File: src/rtl/pulse_train_gen_pkg.sv
// Shared types and helpers for the pulse-train generator.
package pulse_train_gen_pkg;

  typedef enum logic [1:0] {
    ST_IDLE   = 2'd0,
    ST_HIGH   = 2'd1,
    ST_LOW    = 2'd2,
    ST_FINISH = 2'd3
  } state_e;

  // Phase lengths travel through this helper at a fixed width; callers cast back.
  localparam int PHASE_FN_W = 32;

  function automatic logic [PHASE_FN_W-1:0] clamp_phase(input logic [PHASE_FN_W-1:0] len);
    return (len == '0) ? PHASE_FN_W'(1) : len;
  endfunction

endpackage

File: src/rtl/pulse_train_gen_phase_timer.sv
// Loadable down-counter timing one HIGH or LOW phase; expire_o marks the last cycle.
module pulse_phase_timer #(
  parameter int PERIOD_WIDTH = 8
) (
  input  logic                    clk_i,
  input  logic                    rst_i,
  input  logic                    load_i,
  input  logic                    en_i,
  input  logic [PERIOD_WIDTH-1:0] value_i,
  output logic                    expire_o
);

  logic [PERIOD_WIDTH-1:0] count_q, count_d;

  always_comb begin
    count_d = count_q;
    if (load_i)
      count_d = value_i;
    else if (en_i && (count_q != '0))
      count_d = count_q - PERIOD_WIDTH'(1);
  end

  always_ff @(posedge clk_i) begin
    if (rst_i) count_q <= '0;
    else       count_q <= count_d;
  end

  // A value of 1 means this is the final cycle of the loaded phase.
  assign expire_o = en_i && (count_q == PERIOD_WIDTH'(1));

endmodule

File: src/rtl/pulse_train_gen.sv
// Programmable pulse-train generator: N pulses of H high / L low cycles, then a done strobe.
module pulse_train_gen
  import pulse_train_gen_pkg::*;
#(
  parameter int CNT_WIDTH    = 16,
  parameter int PERIOD_WIDTH = 8
) (
  input  logic                    clk_i,
  input  logic                    rst_i,
  input  logic                    start_i,
  input  logic                    abort_i,
  input  logic [CNT_WIDTH-1:0]    num_pulses_i,
  input  logic [PERIOD_WIDTH-1:0] high_cycles_i,
  input  logic [PERIOD_WIDTH-1:0] low_cycles_i,
  output logic                    pulse_o,
  output logic                    busy_o,
  output logic                    done_o,
  output logic [CNT_WIDTH-1:0]    pulses_sent_o
);

  state_e                  state_q, state_d;
  logic [CNT_WIDTH-1:0]    req_q, req_d;
  logic [CNT_WIDTH-1:0]    sent_q, sent_d;
  logic [PERIOD_WIDTH-1:0] high_q, high_d;
  logic [PERIOD_WIDTH-1:0] low_q, low_d;
  logic                    pulse_q, busy_q, done_q;

  logic                    tmr_load, tmr_en, tmr_expire;
  logic [PERIOD_WIDTH-1:0] tmr_val;
  logic [PERIOD_WIDTH-1:0] high_in_eff, high_eff, low_eff;

  assign high_in_eff = PERIOD_WIDTH'(clamp_phase(PHASE_FN_W'(high_cycles_i)));
  assign high_eff    = PERIOD_WIDTH'(clamp_phase(PHASE_FN_W'(high_q)));
  assign low_eff     = PERIOD_WIDTH'(clamp_phase(PHASE_FN_W'(low_q)));

  assign tmr_en = (state_q == ST_HIGH) || (state_q == ST_LOW);

  pulse_phase_timer #(
    .PERIOD_WIDTH (PERIOD_WIDTH)
  ) u_timer (
    .clk_i    (clk_i),
    .rst_i    (rst_i),
    .load_i   (tmr_load),
    .en_i     (tmr_en),
    .value_i  (tmr_val),
    .expire_o (tmr_expire)
  );

  always_comb begin
    state_d  = state_q;
    req_d    = req_q;
    sent_d   = sent_q;
    high_d   = high_q;
    low_d    = low_q;
    tmr_load = 1'b0;
    tmr_val  = '0;
    case (state_q)
      ST_IDLE: begin
        if (start_i && !abort_i) begin
          req_d  = num_pulses_i;
          high_d = high_cycles_i;
          low_d  = low_cycles_i;
          sent_d = '0;
          if (num_pulses_i != '0) begin
            state_d  = ST_HIGH;
            sent_d   = CNT_WIDTH'(1);
            tmr_load = 1'b1;
            tmr_val  = high_in_eff;
          end else begin
            state_d = ST_FINISH;
          end
        end
      end
      ST_HIGH: begin
        if (abort_i) begin
          state_d = ST_IDLE;
        end else if (tmr_expire) begin
          state_d  = ST_LOW;
          tmr_load = 1'b1;
          tmr_val  = low_eff;
        end
      end
      ST_LOW: begin
        if (abort_i) begin
          state_d = ST_IDLE;
        end else if (tmr_expire) begin
          // The last pulse keeps its full low phase before FINISH.
          if (sent_q < req_q) begin
            state_d  = ST_HIGH;
            sent_d   = sent_q + CNT_WIDTH'(1);
            tmr_load = 1'b1;
            tmr_val  = high_eff;
          end else begin
            state_d = ST_FINISH;
          end
        end
      end
      ST_FINISH: state_d = ST_IDLE;
      default:   state_d = ST_IDLE;
    endcase
  end

  always_ff @(posedge clk_i) begin
    if (rst_i) begin
      state_q <= ST_IDLE;
      req_q   <= '0;
      sent_q  <= '0;
      high_q  <= '0;
      low_q   <= '0;
      pulse_q <= 1'b0;
      busy_q  <= 1'b0;
      done_q  <= 1'b0;
    end else begin
      state_q <= state_d;
      req_q   <= req_d;
      sent_q  <= sent_d;
      high_q  <= high_d;
      low_q   <= low_d;
      pulse_q <= (state_d == ST_HIGH);
      busy_q  <= (state_d == ST_HIGH) || (state_d == ST_LOW);
      done_q  <= (state_d == ST_FINISH);
    end
  end

  assign pulse_o       = pulse_q;
  assign busy_o        = busy_q;
  assign done_o        = done_q;
  assign pulses_sent_o = sent_q;

endmodule

File: config.mk
export PLATFORM = sky130hd
export DESIGN_NAME = pulse_train_gen
export DESIGN_NICKNAME = d
export VERILOG_FILES = /design/src/rtl/pulse_train_gen_pkg.sv /design/src/rtl/pulse_train_gen_phase_timer.sv /design/src/rtl/pulse_train_gen.sv
export SDC_FILE = /design/constraint.sdc
export NUM_CORES = 1
export LEC_CHECK = 0
export ABC_AREA = 1
export CAP_MARGIN = 25
export CORE_ASPECT_RATIO = 0.7
export CORE_UTILIZATION = 46
export DETAILED_ROUTE_END_ITERATION = 6
export PLACE_DENSITY = 0.68
export SLEW_MARGIN = 20
export SYNTH_ARGS = -nofsm -noshare
export SYNTH_HDL_FRONTEND = slang
export SYNTH_HIERARCHICAL = 1
export SYNTH_SLANG_ARGS = --single-unit
File: constraint.sdc
create_clock -name clk_i -period 2.43 [get_ports clk_i]
set_clock_uncertainty 0.2 [all_clocks]
set_input_delay 0.486 -clock clk_i [delete_from_list [all_inputs] [get_ports clk_i]]
set_output_delay 0.486 -clock clk_i [all_outputs]
set_load 0.01 [all_outputs]
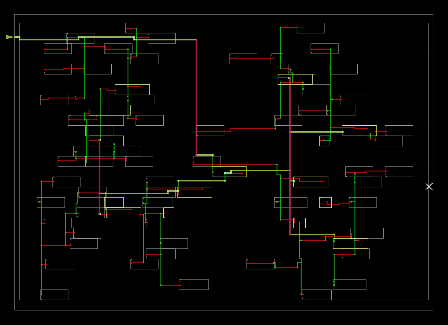
**Above:** run 1 (clock routing).
clk sinks: 61
flop count: 61

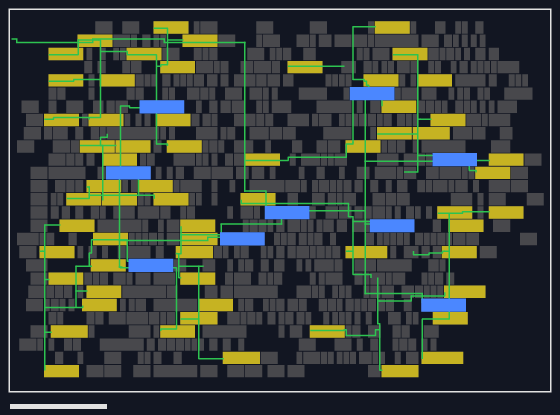
**Above:** run 1 (clock wires, drivers and flops).
Scale bar: 20 um.
[yellow] flip-flops | count: 61
[blue] clock drivers | count: 9
[green] clock wires | length: 882 um
flops lie: spread over the die
routed clock nets: 10
share of total power in the clock network: 0.390
clk_lat worst skew: 340 ps
Clock net power: 1320 uW

==> results.json, run 1 <==
{
  "p_sw_frac": 0.315,
  "cts_buffers": 9,
  "die_height_um": 78.4,
  "cts_setup_buffers": 0,
  "top_layer_used": "met4",
  "seqPwrFrac": 0.339,
  "clk_pin_slew_ps": 60,
  "yosysChipArea_mm2": 0.00384,
  "synth.cellmix.compoundShare": 0.159,
  "crit_buf_inv": 4,
  "cp.depth": 16,
  "antenna_cells": 0,
  "route.antenna.remaining_nets": 0,
  "root_buffer": "clkbuf_16",
  "ff2ff_path_depth": 16,
  "fp_nets": 643,
  "path_class": "reg2reg",
  "via_per_inst": 5.24,
  "fin_crit_sh": 0.971,
  "flop_cell": "dfxtp_1",
  "grt_pass1_wl_um": 17500,
  "cp_top_family": "simple AND/OR/NAND/NOR gates",
  "period_needed_ps": 2360,
  "async_flop_share": 0,
  "drcViolationCount": 2,
  "cp-startpoint": "req_q[11]",
  "tightestPinTransition_ps": 503,
  "fin_util": 0.673,
  "cts-htree-levels": 3,
  "slew_violations": 0,
  "clockBufferDepth": 2,
  "powerDensity_mw_per_mm2": 632,
  "startpoint_type": "register",
  "initial_utilization": 0.481,
  "fillers": 661,
  "first_pass_iters": 7,
  "coreArea_mm2": 0.00797,
  "synth.area.mux_share": 0,
  "timing.rr.end": "u_timer/count_q[5]",
  "synthSimpleGateAreaFrac": 0.329,
  "grt_overflow_total": 0,
  "holdWs_ps": 257,
  "fmax_mhz": 424,
  "layout-drive-gt1-share": 0.212,
  "drt-met1-wl_um": 5740,
  "power.group.top": "clock",
  "vdd_drop_max_v": 0.000317,
  "switchingPower_uw": 1070,
  "grt_busiest_layer": "met1",
  "largest_area_cell": "dfxtp_1",
  "netlist_instances": 582,
  "crit_chain": "inv_1, ha_4, nand2_1, inv_1, o21ai_1, a21oi_1, nor2_2, and2_4, nand2_2, a21oi_4, inv_2, buf_12, nand3_2, nand2_1, nor2_1, nor2_1",
  "fin_area_mm2": 0.00536,
  "total_power_uw": 3390,
  "ys_cells": 582,
  "combinationalPower_uw": 918,
  "cts_tree": "built",
  "synth_flops": 61,
  "nets": 732,
  "grt_pass1_vias": 3557,
  "synth-edff-count": 0,
  "die-area_mm2": 0.00871,
  "hold_viol_final": 0,
  "relSlewSlack": 0.665,
  "wl_met2_um": 4590,
  "drv_cap": 0,
  "topCombFamilyByArea": "simple AND/OR/NAND/NOR gates",
  "cts_hold_buf": 0,
  "syn_area_per_cell_um2": 6.59,
  "rrSetupSlack_ps": 70,
  "ctsResizeCount": 2,
  "crit_required_ps": 2450,
  "met3_usage": 0.0564,
  "detailed_place_hpwl_um": 7930,
  "synth.top_cell.area_share": 0.318,
  "num_vias": 4069,
  "rsz0062_at_grt": "yes",
  "grt_max_degree": 53,
  "status": "finished with violations",
  "placementRows": 27,
  "placed_area_mm2": 0.00475,
  "fin_tns_setup_ps": 0,
  "area_delta_synth_final_pct": 39.8,
  "synth_cell_types": 40,
  "yosys_warnings": 6,
  "comb_power_share": 0.271,
  "synth_area_mm2": 0.00384,
  "ioPinCount": 55,
  "post-place-cells": 756,
  "cp-endpoint": "u_timer/count_q[5]",
  "common_cells": "118 x nand2_1, 79 x nor2_1, 64 x inv_1, 61 x dfxtp_1, 56 x nand3_1",
  "portBuffers": 54,
  "worst_slack_ps": 71.2,
  "routedWlPerCell_um": 14.5,
  "gp_congestion": 0.906,
  "grtUsageMet1": 0.386,
  "met3_length_um": 810,
  "top_cell": "nand2_1",
  "finalWirelength_um": 11300,
  "critPathMaxFanout": 6,
  "grt_antenna_before_repair": 0,
  "instances_no_fill": 777,
  "ys_sh_adder": 0.0815,
  "min_path_type": "reg2reg",
  "warnings": 33,
  "worst_r2r_startpoint": "req_q[11]",
  "die_x_um": 111,
  "setup_viol": 0,
  "place_ws_ps": -366,
  "violations": "DRC",
  "intPower_uw": 2320,
  "ys_seq_share": 0.318,
  "critPathCaptureType": "register",
  "grt_use_total": 0.256,
  "p_seq_uw": 1150,
  "synthTopCellsByArea": "dfxtp_1 32%, nand2_1 12%, ha_1 8.2%",
  "grtUsageMet2": 0.353,
  "slowest_delay_ps": 290,
  "xor_share": 0.00457,
  "drt-initial-drc-count": 341,
  "leakagePower_uw": 0.00225,
  "crit_arrival_ps": 2370,
  "crit_slowest_cell": "dfxtp_1"
}
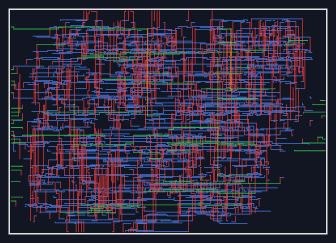
**Above:** run 1 (routed metal, one color a layer).
| color | layer | wire length |
|---|---|---|
| orange | metal 4 | 114 um |
| green | metal 3 | 810 um |
| red | metal 2 | 4590 um |
| blue | metal 1 | 5740 um |

run 1: sequential cells by signal, indices dropped and copies added, names as in the netlist:
| name | count |
|---|---|
| busy_o | 1 |
| done_o | 1 |
| high_q | 8 |
| low_q | 8 |
| pulse_o | 1 |
| pulses_sent_o | 16 |
| req_q | 16 |
| state_q | 2 |
| u_timer/count_q | 8 |
run 1: final cells by class:
cell class              count  area, um^2  share of cell area
inverters                  69         259              0.0483
well taps                 101         126              0.0236
flip-flops and latches     61        1240               0.231
multi-input cells         427        2450               0.457
clock inverters             6        71.3              0.0133
repair buffers            103         976               0.182
clock buffers              10         239              0.0446
run 1: placed cells by master, fill, tap and decap left out, types with 2 or more instances in the layout:
cell and n:
dfxtp_1 51, a31oi_1 4, a21oi_1 51, buf_4 43
buf_12 3, nor2_2 7, nand4_1 4, nor3_1 5
clkbuf_16 10, a21oi_2 4, ha_1 17, dfxtp_2 7
inv_1 58, a31oi_2 4, buf_6 2, dlymetal6s2s_1 2
nand2_2 11, o211ai_1 2, nor2_4 4, inv_2 11
nor2_1 73, o21ai_1 3, nor4_1 2, nand2_1 113
nand3_1 50, clkinv_4 2, ha_4 8, nand3_2 8
a211oi_1 2, clkdlybuf4s50_1 52, dfxtp_4 3, o21ai_0 37
clkinvlp_4 2
run 1: how the worst min path moves through the flow:
| stage | startpoint | to | slack, ps | cells after the start |
|---|---|---|---|---|
| after floorplan | high_q[0] | high_q[0] | 230 | 2 |
| after detailed placement | high_q[0] | high_q[0] | 250 | 2 |
| final | req_q[12] | req_q[12] | 260 | 2 |
| after global placement | req_q[11] | req_q[11] | 250 | 2 |
| after global routing | req_q[12] | req_q[12] | 280 | 2 |
| after CTS | req_q[10] | req_q[10] | 260 | 2 |
--- run 2 (diff from run 1) ---
--- a/config.mk
+++ b/config.mk
@@ -9,6 +9,7 @@
 export CAP_MARGIN = 25
 export CORE_ASPECT_RATIO = 0.7
 export CORE_UTILIZATION = 46
+export CTS_CLUSTER_SIZE = 24
 export DETAILED_ROUTE_END_ITERATION = 6
 export PLACE_DENSITY = 0.68
 export SLEW_MARGIN = 20
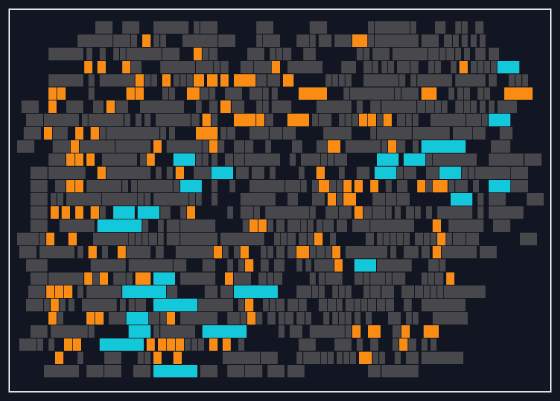
**Above:** run 2 (gate-type map).
| color | family | cells | most used |
|---|---|---|---|
| cyan | fa/ha/maj cells | 25 | ha_1 |
| orange | aoi and oai cells | 113 | a21oi_1 |
post-route insts no fill: 777
Top cell excl fill/tap: nand2_1
combinational share of cell area: 0.457

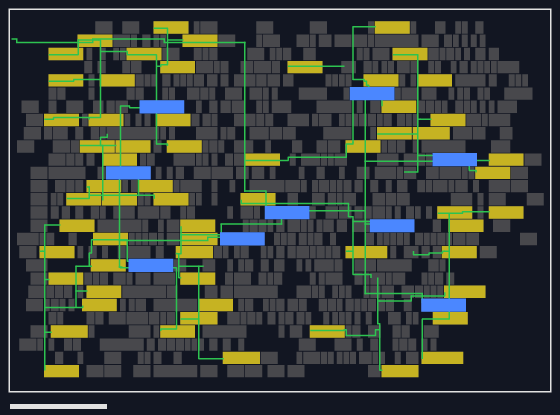
**Above:** run 2 (clock wires, drivers and flops).
Scale bar: 20 um.
[blue] clock drivers | count: 9
[green] clock wires | length: 882 um
[yellow] flip-flops | count: 61
routed clock nets: 10

==> run 2 against run 1 <==
  * The run still ends with DRC left
  * First-iteration DRC count unchanged
  * Non-clock buffer count is the same
  * Synthesized area stayed put
  * Combinational power about the same
  * Core utilization unchanged
  * Via count unchanged
  * Sequential share of layout area is the same
  * Setup slack unchanged
  * Maximum frequency unchanged
  * Final cell count unchanged
  * Flip-flop count is the same
  * Sequential power about the same
  * Largest cell class unchanged
  * Largest power group unchanged
==> results.json, run 2 <==
{
  "top_cell": "nand2_1",
  "path_class": "reg2reg",
  "fin_tns_setup_ps": 0,
  "relSlewSlack": 0.665,
  "final_layout_top_logic_cells": "113 x nand2_1, 73 x nor2_1, 58 x inv_1, 52 x clkdlybuf4s50_1",
  "tightestPinTransition_ps": 503,
  "fin_crit_sh": 0.971,
  "hold_viol_final": 0,
  "leakagePower_uw": 0.00225,
  "cp_top_family": "simple AND/OR/NAND/NOR gates",
  "drt-initial-drc-count": 341,
  "routedWlPerCell_um": 14.5,
  "detailed_place_hpwl_um": 7930,
  "cts_tree": "built",
  "die_height_um": 78.4,
  "largest_area_cell": "dfxtp_1",
  "grt_max_degree": 53,
  "hold_depth": 2,
  "cp.depth": 16,
  "nets": 732,
  "setup_viol": 0,
  "fmax_mhz": 424,
  "clk_latency_ps": 340,
  "finalWirelength_um": 11300,
  "synth-edff-count": 0,
  "grt_antenna_before_repair": 0,
  "fillers": 661,
  "fp_nets": 643,
  "total_power_uw": 3390,
  "min_path_type": "reg2reg",
  "crit_buf_inv": 4,
  "crit_chain": "inv_1, ha_4, nand2_1, inv_1, o21ai_1, a21oi_1, nor2_2, and2_4, nand2_2, a21oi_4, inv_2, buf_12, nand3_2, nand2_1, nor2_1, nor2_1",
  "clockBufferDepth": 2,
  "synth_area_mm2": 0.00384,
  "holdWs_ps": 257,
  "num_vias": 4069,
  "portBuffers": 54,
  "yosysChipArea_mm2": 0.00384,
  "cp-startpoint": "req_q[11]",
  "async_flop_share": 0,
  "ff2ff_path_depth": 16,
  "vdd_drop_max_v": 0.000317,
  "synth_cell_types": 40,
  "synthTopCellsByArea": "dfxtp_1 32%, nand2_1 12%, ha_1 8.2%",
  "status": "finished with violations",
  "crit_arrival_ps": 2370,
  "ys_cells": 582,
  "crit_required_ps": 2450,
  "drv_cap": 0,
  "syn_area_per_cell_um2": 6.59,
  "critPathCaptureType": "register",
  "via_per_inst": 5.24,
  "synth_flops": 61,
  "die-area_mm2": 0.00871,
  "period_needed_ps": 2360,
  "first_pass_iters": 7,
  "rrSetupSlack_ps": 70,
  "antenna_cells": 0,
  "critPathMaxFanout": 6,
  "grt_pass1_wl_um": 17500,
  "yosys_warnings": 6,
  "slowest_delay_ps": 290,
  "coreArea_mm2": 0.00797,
  "placementRows": 27,
  "rsz0062_at_grt": "yes",
  "cts_buffers": 9,
  "grt_use_total": 0.256,
  "violations": "DRC",
  "register_area_mm2": 0.00124,
  "worst_r2r_startpoint": "req_q[11]",
  "slew_violations": 0,
  "grt_busiest_layer": "met1",
  "grt_pass1_vias": 3557,
  "route.antenna.remaining_nets": 0,
  "drcViolationCount": 2,
  "numClockSinks": 61,
  "common_cells": "118 x nand2_1, 79 x nor2_1, 64 x inv_1, 61 x dfxtp_1, 56 x nand3_1",
  "comb_area_mm2": 0.00245,
  "gp_congestion": 0.906,
  "fin_util": 0.673
}
## run 2: report_power, final
| group | switching, uW | internal (uW) |
|---|---|---|
| clock network | 493 | 828 |
| registers | 66.8 | 1080 |
| logic | 506 | 412 |
| total | 1070 | 2320 |
## run 2: per-layer routing
metal  routed length (um)  up-vias
li1                     -     2085
met1                 5740     1826
met2                 4590      146
met3                  810       12
met4                  113        0
met5                    0        -
## run 2: kinds of logic (layout without fill, tap and decap cells)
family                     Yosys count  after routing  share of synthesized area
and+or+nand+nor                    287            287                      0.329
DFF                                 61             61                      0.318
AOI/OAI and AO/OA                  113            113                      0.159
buffers and inverters               94            188                      0.108
adders and majority gates           25             25                     0.0815
xor gates and xnor gates             2              2                    0.00457
## run 2: per-stage QoR
| step | setup slack [ps] | cell area [um^2] | std cells |
|---|---|---|---|
| floorplan | 4.49 | 3880 | 582 |
| global placement | -272 | 4750 | 756 |
| detailed placement | -366 | 4750 | 756 |
| CTS | 20.3 | 5070 | 772 |
| global route | -90.4 | 5360 | 777 |
| finish | 71.2 | 5360 | 777 |
## run 2: final cells by class
type / instances / area share
Timing Repair Buffer: 103 / 0.182
Multi-Input combinational cell: 427 / 0.457
Clock buffer: 10 / 0.0446
Inverter: 69 / 0.0483
Clock inverter: 6 / 0.0133
Tap cell: 101 / 0.0236
Sequential cell: 61 / 0.231
## run 2: final timing paths
path,endpoint
worst max register to register,u_timer/count_q[5]
worst min-delay path,req_q[12]
worst max-delay path,u_timer/count_q[5]
worst min register to register,req_q[12]
## run 2: what timing repair did
| action | in CTS | in global routing |
|---|---|---|
| gates resized | 2 | 50 |
| pin swaps | 1 | 27 |
| cloned | 0 | 1 |
| endpoints found under the setup margin | 2 | 23 |
| setup buffers | 0 | 4 |
| endpoints found under the hold margin | 0 | 0 |
**Run 2: I/O nets highlighted**

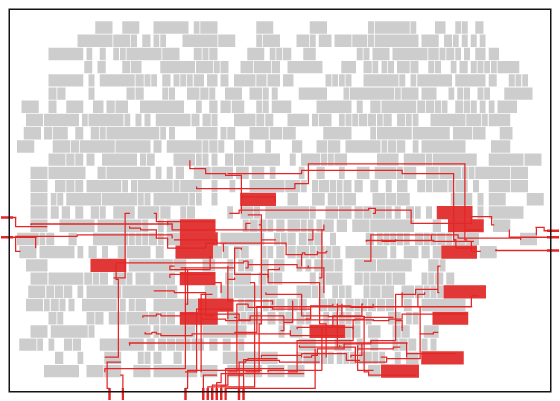

--- run 3 (diff from run 2) ---
--- a/config.mk
+++ b/config.mk
@@ -8,10 +8,10 @@
 export ABC_AREA = 1
 export CAP_MARGIN = 25
 export CORE_ASPECT_RATIO = 0.7
-export CORE_UTILIZATION = 46
-export CTS_CLUSTER_SIZE = 24
+export CORE_UTILIZATION = 35
+export CTS_CLUSTER_SIZE = 25
 export DETAILED_ROUTE_END_ITERATION = 6
-export PLACE_DENSITY = 0.68
+export PLACE_DENSITY = 0.53
 export SLEW_MARGIN = 20
 export SYNTH_ARGS = -nofsm -noshare
 export SYNTH_HDL_FRONTEND = slang
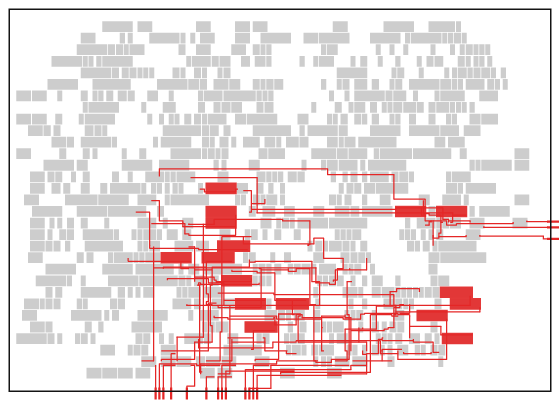
**Above:** run 3 (I/O nets highlighted).
| color | port | bits | direction | end cells | buffers | wire |
|---|---|---|---|---|---|---|
| red | pulses_sent_o | 16 | output | 16 | 32 | 1840 um |

==> run 3 against run 2 <==
  * The flow now finishes without violations
  * Synthesized area did not move
  * Final cell count grew 6.2%
  * Via count down 3.2%
  * Flip-flop count unchanged
==> results.json, run 3 <==
{
  "status": "complete, no violations",
  "leakagePower_uw": 0.00222,
  "grt_pass1_wl_um": 17100,
  "clk_pin_slew_ps": 60,
  "synth.cellmix.compoundShare": 0.159,
  "final_layout_top_logic_cells": "115 x nand2_1, 74 x nor2_1, 55 x inv_1, 55 x nand3_1",
  "critPathCaptureType": "register",
  "syn_area_per_cell_um2": 6.59,
  "setup_viol": 0,
  "wl_met2_um": 4190,
  "portBuffers": 54,
  "ff2ff_path_depth": 15,
  "synth.area.mux_share": 0,
  "grt_antenna_before_repair": 0,
  "detailed_place_hpwl_um": 8190,
  "synth-edff-count": 0,
  "ioPinCount": 55,
  "ys_sh_adder": 0.0815,
  "async_flop_share": 0,
  "top_layer_used": "met4",
  "yosysChipArea_mm2": 0.00384,
  "drt-met1-wl_um": 5990,
  "synth.top_cell.area_share": 0.318,
  "vdd_drop_max_v": 0.000360,
  "via_per_inst": 4.77,
  "fin_tns_setup_ps": 0,
  "place_ws_ps": -325,
  "top_cell": "nand2_1",
  "coreArea_mm2": 0.0105,
  "post-place-cells": 807,
  "hold_depth": 2,
  "fp_nets": 643,
  "cts_tree": "built",
  "hold_viol_final": 0,
  "fin_crit_sh": 0.961,
  "critPathMaxFanout": 2,
  "area_delta_synth_final_pct": 39.3,
  "cts-htree-levels": 3,
  "topCombFamilyByArea": "simple AND/OR/NAND/NOR gates",
  "crit_required_ps": 2500,
  "die_height_um": 89.6,
  "flop_cell": "dfxtp_1",
  "worst_slack_ps": 93.9,
  "drv_cap": 0,
  "total_power_uw": 3320,
  "fmax_mhz": 428,
  "layout-drive-gt1-share": 0.199,
  "ys_cells": 582,
  "num_vias": 3939,
  "placementRows": 31,
  "drcViolationCount": 0,
  "crit_chain": "inv_1, ha_1, nand4_1, a21oi_2, nor2_2, buf_4, buf_4, nand3_1, nand2_1, nand2_1, nand2_2, nand2_2, inv_1, ha_1, nor2_1",
  "path_class": "reg2reg",
  "period_needed_ps": 2340,
  "lay_top_count": "nand2_1",
  "netlist_instances": 582,
  "placed_area_mm2": 0.00485,
  "grt_overflow_total": 0,
  "cp.depth": 15,
  "clk_latency_ps": 330,
  "min_path_type": "reg2reg",
  "holdWs_ps": 261,
  "powerDensity_mw_per_mm2": 621,
  "slew_violations": 0,
  "crit_arrival_ps": 2410,
  "fin_area_mm2": 0.00535,
  "first_pass_iters": 5,
  "slowest_delay_ps": 300,
  "synthTopCellsByArea": "dfxtp_1 32%, nand2_1 12%, ha_1 8.2%",
  "warnings": 32,
  "numClockSinks": 61,
  "common_cells": "118 x nand2_1, 79 x nor2_1, 64 x inv_1, 61 x dfxtp_1, 56 x nand3_1",
  "synth_flops": 61,
  "grt_max_degree": 53
}
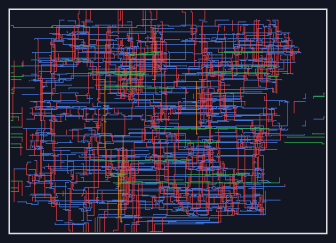
**Above:** run 3 (routed metal, one color a layer).
| color | layer | wire length |
|---|---|---|
| blue | metal 1 | 5990 um |
| red | metal 2 | 4190 um |
| green | metal 3 | 640 um |
| orange | metal 4 | 145 um |
final wirelength: 11000 um
GR Util All Layers: 0.197

-- run 3: repair_timing --
item                       in CTS  in global routing
resized                         0                 37
hold buffers                    0                  0
buffers inserted                0                  2
setup endpoints to repair       0                 12
hold endpoints to repair        0                  0
-- run 3: worst reg2reg max path, cell delays in order (launching register included) --
cell     delay [ps]
dfxtp_1         300
inv_1            60
ha_1            300
nand4_1         180
a21oi_2         170
nor2_2           70
buf_4           130
buf_4           130
nand3_1          70
nand2_1          50
nand2_1          80
nand2_2          70
nand2_2          80
inv_1            40
ha_1            260
nor2_1           90
-- run 3: cell type report --
cell class,instances,area [um^2],area share
clock buffer,10,229,0.0428
clock inverter,6,72.6,0.0136
sequential,61,1230,0.230
inverter,69,259,0.0485
tap,148,185,0.0346
multi-input combinational,427,2400,0.448
timing repair buffer,104,973,0.182
-- run 3: path summary, 6_finish.rpt --
check,to,from,slack (ps)
min reg2reg,req_q[4],req_q[4],260
max reg2reg,busy_o,req_q[14],90
min,req_q[4],req_q[4],260
max,busy_o,req_q[14],90
-- run 3: logic make-up (layout without fill, tap and decap cells) --
family	Yosys count	count (layout)
simple gates	287	287
compound gates	113	113
flops	61	61
xor+xnor	2	2
fa+ha+maj	25	25
buf+inv	94	189
-- run 3: report_power, final --
group	switching [uW]	total, uW	leakage [uW]	internal [uW]
clock	480	1280	0.000143	802
combinational	484	895	0.00157	412
sequential	61.7	1140	0.000504	1080
-- run 3: layer usage --
metal	track usage	vias up
met1	0.306	1745
met3	0.0492	16
met4	0.0519	0
met5	0	-
met2	0.262	92
li1	-	2086
No activity file was given, so power comes from the tool's default toggle rates.
